--- config.mk ---
export PLATFORM = sky130hd
export DESIGN_NAME = v3_peak_controller
export DESIGN_NICKNAME = d
export VERILOG_FILES = /design/src/rtl/v3_peak_controller.sv
export SDC_FILE = /design/constraint.sdc
export NUM_CORES = 1
export LEC_CHECK = 0
export CORE_MARGIN = 2
export CORE_UTILIZATION = 54
export CTS_CLUSTER_DIAMETER = 60
export DETAILED_ROUTE_END_ITERATION = 12
export PLACE_DENSITY = 0.81
export SYNTH_ARGS = -nofsm -noshare
export SYNTH_HDL_FRONTEND = slang
export SYNTH_SLANG_ARGS = --single-unit
export TNS_END_PERCENT = 1
--- constraint.sdc ---
create_clock -name clk -period 3.55 [get_ports clk]
set_clock_uncertainty 0.05 [all_clocks]
set_input_delay 0.8875 -clock clk [delete_from_list [all_inputs] [get_ports clk]]
set_output_delay 0.8875 -clock clk [all_outputs]
set_load 0.005 [all_outputs]
--- src/rtl/v3_peak_controller.sv ---
// -----------------------------------------------------------------------------
// v3_peak_controller
//
// Supervises the v3 pulse-shaping filter and extracts one peak per pulse.
// A flush/settle sequence resets the filter, then the block arms and waits for
// the filter output to cross a signed threshold. It tracks the running maximum
// until the first sample below it, then offers the peak on a valid/ready
// handshake and enforces a dead-time before re-arming. A pulse that keeps
// rising for MAX_RISE cycles is counted as pile-up, and the filter is flushed.
//
// Ports
//   clk            : clock, rising edge
//   reset          : asynchronous active-high reset
//   enable         : allows triggering while in ARMED
//   threshold      : signed trigger level
//   filter_data    : signed filter output sample
//   filter_reset_n : active-low reset to the filter (low in FLUSH)
//   peak_data      : captured peak amplitude (valid with peak_valid)
//   peak_time      : timestamp of the peak sample (valid with peak_valid)
//   peak_valid     : peak offered to the consumer
//   peak_ready     : consumer accepts the peak
//   pileup_count   : saturating count of rejected (pile-up) pulses
//   busy           : high in every state except ARMED
// -----------------------------------------------------------------------------
module v3_peak_controller #(
    parameter int SIZE_ADC_DATA = 12,
    parameter int FLUSH_LEN     = 4,
    parameter int SETTLE_LEN    = 8,
    parameter int MAX_RISE      = 64,
    parameter int HOLDOFF_LEN   = 32
) (
    input  logic                     clk,
    input  logic                     reset,
    input  logic                     enable,
    input  logic [SIZE_ADC_DATA-1:0] threshold,
    input  logic [SIZE_ADC_DATA-1:0] filter_data,
    output logic                     filter_reset_n,
    output logic [SIZE_ADC_DATA-1:0] peak_data,
    output logic [15:0]              peak_time,
    output logic                     peak_valid,
    input  logic                     peak_ready,
    output logic [15:0]              pileup_count,
    output logic                     busy
);

    typedef enum logic [2:0] {
        S_FLUSH,
        S_SETTLE,
        S_ARMED,
        S_RISE,
        S_EMIT,
        S_HOLDOFF
    } state_t;

    // One phase counter is shared by every timed state; it restarts at zero
    // on each state entry. All length parameters must fit in 16 bits.
    localparam int CNT_W = 16;
    localparam logic [CNT_W-1:0] FLUSH_LAST  = CNT_W'(FLUSH_LEN - 1);
    localparam logic [CNT_W-1:0] SETTLE_LAST = CNT_W'(SETTLE_LEN - 1);
    localparam logic [CNT_W-1:0] RISE_LAST   = CNT_W'(MAX_RISE - 1);
    localparam logic [CNT_W-1:0] HOLD_LAST   = CNT_W'(HOLDOFF_LEN - 1);

    state_t                    state, state_nxt;
    logic [CNT_W-1:0]          cnt, cnt_nxt;
    logic [15:0]               timestamp;
    logic [SIZE_ADC_DATA-1:0]  max_nxt;
    logic [15:0]               max_time_nxt;
    logic [15:0]               pileup_nxt;

    // All amplitude comparisons are full-width signed.
    logic signed [SIZE_ADC_DATA-1:0] sample_s, thr_s, max_s;
    logic                            above_thr;

    assign sample_s  = $signed(filter_data);
    assign thr_s     = $signed(threshold);
    assign max_s     = $signed(peak_data);
    assign above_thr = sample_s > thr_s;

    // Next-state and datapath decisions.
    always_comb begin
        // NOTE: every signal written here gets a default first, so no path can
        // leave it unassigned and infer a latch.
        state_nxt    = state;
        cnt_nxt      = cnt + 1'b1;
        max_nxt      = peak_data;
        max_time_nxt = peak_time;
        pileup_nxt   = pileup_count;

        case (state)
            S_FLUSH: begin
                if (cnt == FLUSH_LAST) begin
                    state_nxt = S_SETTLE;
                    cnt_nxt   = '0;
                end
            end
            S_SETTLE: begin
                if (cnt == SETTLE_LAST) begin
                    state_nxt = S_ARMED;
                    cnt_nxt   = '0;
                end
            end
            S_ARMED: begin
                cnt_nxt = '0;
                if (enable && above_thr) begin
                    state_nxt    = S_RISE;
                    max_nxt      = filter_data;
                    max_time_nxt = timestamp;
                end
            end
            S_RISE: begin
                // A drop below the running max wins over the pile-up limit:
                // the peak was found on that very cycle.
                if (sample_s < max_s) begin
                    state_nxt = S_EMIT;
                    cnt_nxt   = '0;
                end else if (cnt == RISE_LAST) begin
                    state_nxt = S_FLUSH;
                    cnt_nxt   = '0;
                    if (pileup_count != 16'hFFFF) begin
                        pileup_nxt = pileup_count + 16'd1;
                    end
                end else if (sample_s > max_s) begin
                    max_nxt      = filter_data;
                    max_time_nxt = timestamp;
                end
            end
            S_EMIT: begin
                // No timeout and filter_data ignored: the peak waits for ready.
                cnt_nxt = '0;
                if (peak_ready) begin
                    state_nxt = S_HOLDOFF;
                end
            end
            S_HOLDOFF: begin
                // The counter parks at its last value once dead-time has
                // elapsed; re-arm only when the pulse tail is back below
                // threshold.
                if (cnt == HOLD_LAST) begin
                    cnt_nxt = cnt;
                    if (!above_thr) begin
                        state_nxt = S_ARMED;
                        cnt_nxt   = '0;
                    end
                end
            end
            default: begin
                state_nxt = S_FLUSH;
                cnt_nxt   = '0;
            end
        endcase
    end

    // State, counters and registered outputs. The status outputs are decoded
    // from state_nxt so they are glitch-free flops that track the state exactly.
    always_ff @(posedge clk or posedge reset) begin
        if (reset) begin
            state          <= S_FLUSH;
            cnt            <= '0;
            timestamp      <= '0;
            peak_data      <= '0;
            peak_time      <= '0;
            pileup_count   <= '0;
            filter_reset_n <= 1'b0;
            peak_valid     <= 1'b0;
            busy           <= 1'b1;
        end else begin
            // NOTE: non-blocking assignments, so every flop samples the values
            // from before this edge regardless of statement order.
            state          <= state_nxt;
            cnt            <= cnt_nxt;
            timestamp      <= timestamp + 16'd1;
            peak_data      <= max_nxt;
            peak_time      <= max_time_nxt;
            pileup_count   <= pileup_nxt;
            filter_reset_n <= (state_nxt != S_FLUSH);
            peak_valid     <= (state_nxt == S_EMIT);
            busy           <= (state_nxt != S_ARMED);
        end
    end

endmodule

Placement view:
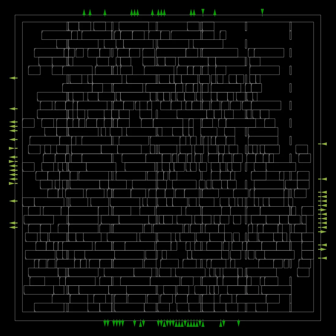
Seq cells: 82
flop share of the area: 36.1%
FP Rows: 33

PDN straps and rails:
The bar under the picture is 20 µm long. Pins as bars on the die edge. Tap cells in grey.
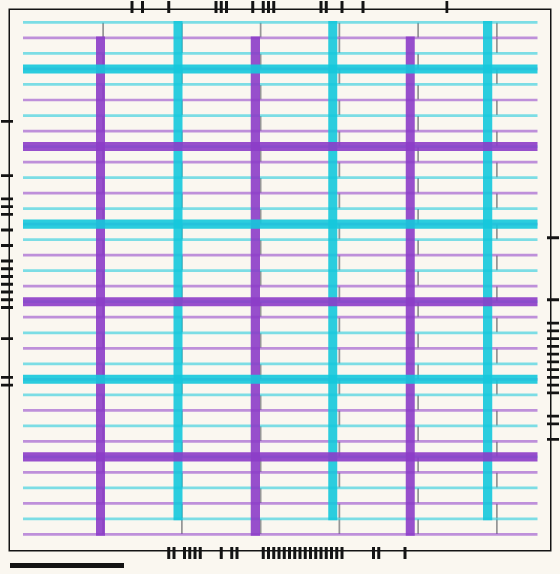
net	colour
VSS	purple
VDD	cyan
met4 straps	6
signal pins	75
met1 rails	34
met5 straps	6

Local utilization:
The bar under the picture is 20 µm long. 9 x 9 tiles, from white (low) to dark blue (high), 0 to 100% covered.
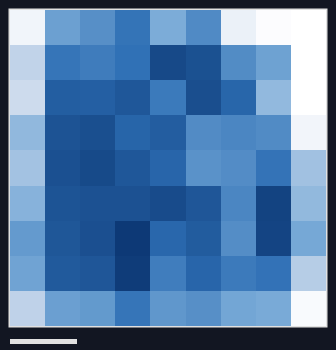
tiles over 75% full	38%
fullest tile	96%
nearly empty tiles	4.9%
emptiest ninth of the die	north-east
mean over tiles	62%

==> reports/metrics.cfg <==
[status]
status=finished clean

[yosys]
topCellsByArea=dfrtp_1, ha_1, mux2_4, xnor2_1, xor2_1
topCombFamilyByArea=simple AND/OR/NAND/NOR gates
synth_area_per_cell_um2=11.0
most_common_cell=dfrtp_1
postSynth.asyncResetShare_pct=100
syn-cell-area_mm2=0.00444
largest_area_cell=dfrtp_1
ys_cells=404
xor_area_share_pct=7.89
mux_area_share_pct=9.50
common_cells=dfrtp_1, inv_1, ha_1
flop_cell=dfrtp_1
netlist_instances=404
ys.warnings.count=0
ys_types=54
top_cell_area_share_pct=45.7
syn_nets=459
synth-edff-count=0
ys_sh_simple_pct=15.7
synthAdderAreaFrac_pct=7.61
yosysSeqAreaShare_pct=46.3
ys.flops=82
yosys.area_share.aoi_pct=8.66
yosys_area_mm2=0.00444

[critical_path]
critPathLaunchType=input pin
critPathKind=in2reg
r2r-start=peak_data[9]
crit_required_ns=3.73
critPathCaptureType=flip-flop
arrival_ns=3.47
r2r_setup_slack_ns=0.86
r2r_end=peak_time[14]
cp_max_fo=18

[pwr]
p_leak_nw=2.63
total_power_mw=3.01
powerDensity_mw_per_mm2=529
vdd_ir_drop_max_mv=0.282

[final_timing]
period_used_pct=92.7
final.min_clock_period_ns=3.29
max_freq_mhz=304
finalHoldViolations=0
setup_viol=0
report.final.slew_viol_count=0
tightestPinTransition_ns=0.674
rsz0062_at_grt=false
slew_headroom_pct=55.0

[die]
die_area_mm2=0.00896
fp_util_pct=54.8
die_h_um=94.7
core_area_mm2=0.00809
ios=75
fp.dieW_um=94.7

[grt]
grt_pass1_vias=3326
overflow=0
grt_util_all_layers_pct=22.3
antenna_found_initial=0
grt_max_degree=47
grt_pass1_wl_um=15600

[cells_and_area]
logic_area_mm2=0.00219
final_cells=615
area_growth_pct=28.1
diodes=0
final_area_mm2=0.00568
drive_gt1_share_pct=16.1
final_net_count=560
fin_util_pct=70.2
fillers=618
regArea_mm2=0.00205

[flow_run]
drv_cap=0
warnings=26

[detailed_routing]
top_layer=met4
dr.pass1.iters=5
met2WireLength_um=4660
via_count=3370
drtIter0Drc=137
wl_met3_um=351
routed_wl_um=9500
routedWlPerCell_um=15.4
via_per_inst=5.48
drc=0

[clock_tree]
clk_path_buf_depth=2
post_cts_buffers=0
root_buffer=clkbuf_8
clk_latency_ns=0.35
numCtsBuffers=9
numClockSinks=82
ctsHoldBuffers=0
clkTransAtPathRegs_ns=0.08
htreeDepth=3
cts_tree=yes
cts-resized-gates=0

[placed_design]
io_buffer_count=74
place.gp.congestion=0.837
detailed_place_hpwl_um=7090
placed_area_mm2=0.00547

[hold_path]
holdCritPathClass=reg2reg
holdPathStages=1
whs_endpoint=timestamp[15]
hold_start=timestamp[15]

==> worst max-delay path, stage by stage <==
cell and delay, ns:
clkdlybuf4s50_1 0.44, ha_1 0.32, a21o_1 0.18, a2111oi_0 0.39, a2bb2oi_1 0.33, nand3_1 0.20
o211ai_4 0.17, buf_12 0.23, mux2_4 0.32
==> placed cells by master (no fill, tap or decap), types with 6 or more instances in the layout <==
cell type	instances
dfrtp_1	81
clkdlybuf4s50_1	74
inv_1	36
ha_1	27
nand2_1	25
xnor2_1	21
nor2_1	20
mux2_4	20
a21oi_1	19
xor2_1	19
buf_4	18
nand3_1	17
nand4_1	16
clkbuf_8	10
mux2_2	9
and3_1	8
nor3_1	7
nor4_1	6
nor3_2	6
==> how the worst max path moves through the flow <==
stage | from | endpoint | slack, ns | cells after the start
floorplan | threshold[11] | peak_data[0] | 0.46 | 9
global placement | filter_data[9] | peak_time[0] | -0.01 | 9
detailed placement | filter_data[9] | peak_time[14] | -0.09 | 9
CTS | filter_data[9] | peak_time[14] | 0.27 | 9
global route | filter_data[9] | peak_time[14] | 0.08 | 9
finish | filter_data[9] | peak_time[14] | 0.26 | 9
==> cell families after synthesis <==
kind of cell,after synthesis
compound gates,54
xor+xnor,40
fa+ha+maj,27
buf+inv,43
flops,82
mux,31
simple gates,127
==> power breakdown <==
part | switching [mW] | leakage [nW] | total (mW) | internal, mW
clock network | 0.355 | 0.104 | 0.708 | 0.353
registers | 0.134 | 1.04 | 1.22 | 1.09
logic | 0.465 | 1.48 | 1.07 | 0.609
total | 0.954 | 2.63 | 3.01 | 2.05
==> flip-flops by register name, summed over array words and instances, names as in the netlist <==
register,flops
filter_reset_n,1
busy,1
peak_data,12
cnt,16
timestamp,16
peak_valid,1
pileup_count,16
peak_time,16
state,3
==> routing by layer <==
| layer | GRT usage (%) | up-vias |
|---|---|---|
| met5 | 0 | - |
| met4 | 7.49 | 0 |
| met3 | 3.67 | 15 |
| met2 | 37.1 | 80 |
| met1 | 29.9 | 1652 |
| li1 | - | 1623 |
==> stage by stage <==
step / setup WS, ns / hold WS [ns] / setup TNS [ns]
3_5_place_dp: -0.0896 / 0.425 / -2.07
2_1_floorplan: 0.464 / 0.396 / 0
5_1_grt: 0.0849 / 0.471 / 0
4_1_cts: 0.267 / 0.440 / 0
6_report: 0.261 / 0.436 / 0
3_3_place_gp: -0.0143 / 0.417 / -0.234
==> layout make-up <==
type                       instances  share of cell area (%)
sequential                        82                    36.1
clock inverter                     6                    1.28
inverter                          37                    2.47
tap                              105                    2.31
multi-input combinational        279                    38.6
timing repair buffer              96                    16.8
clock buffer                      10                    2.42
No activity file was given, so power comes from the tool's default toggle rates.
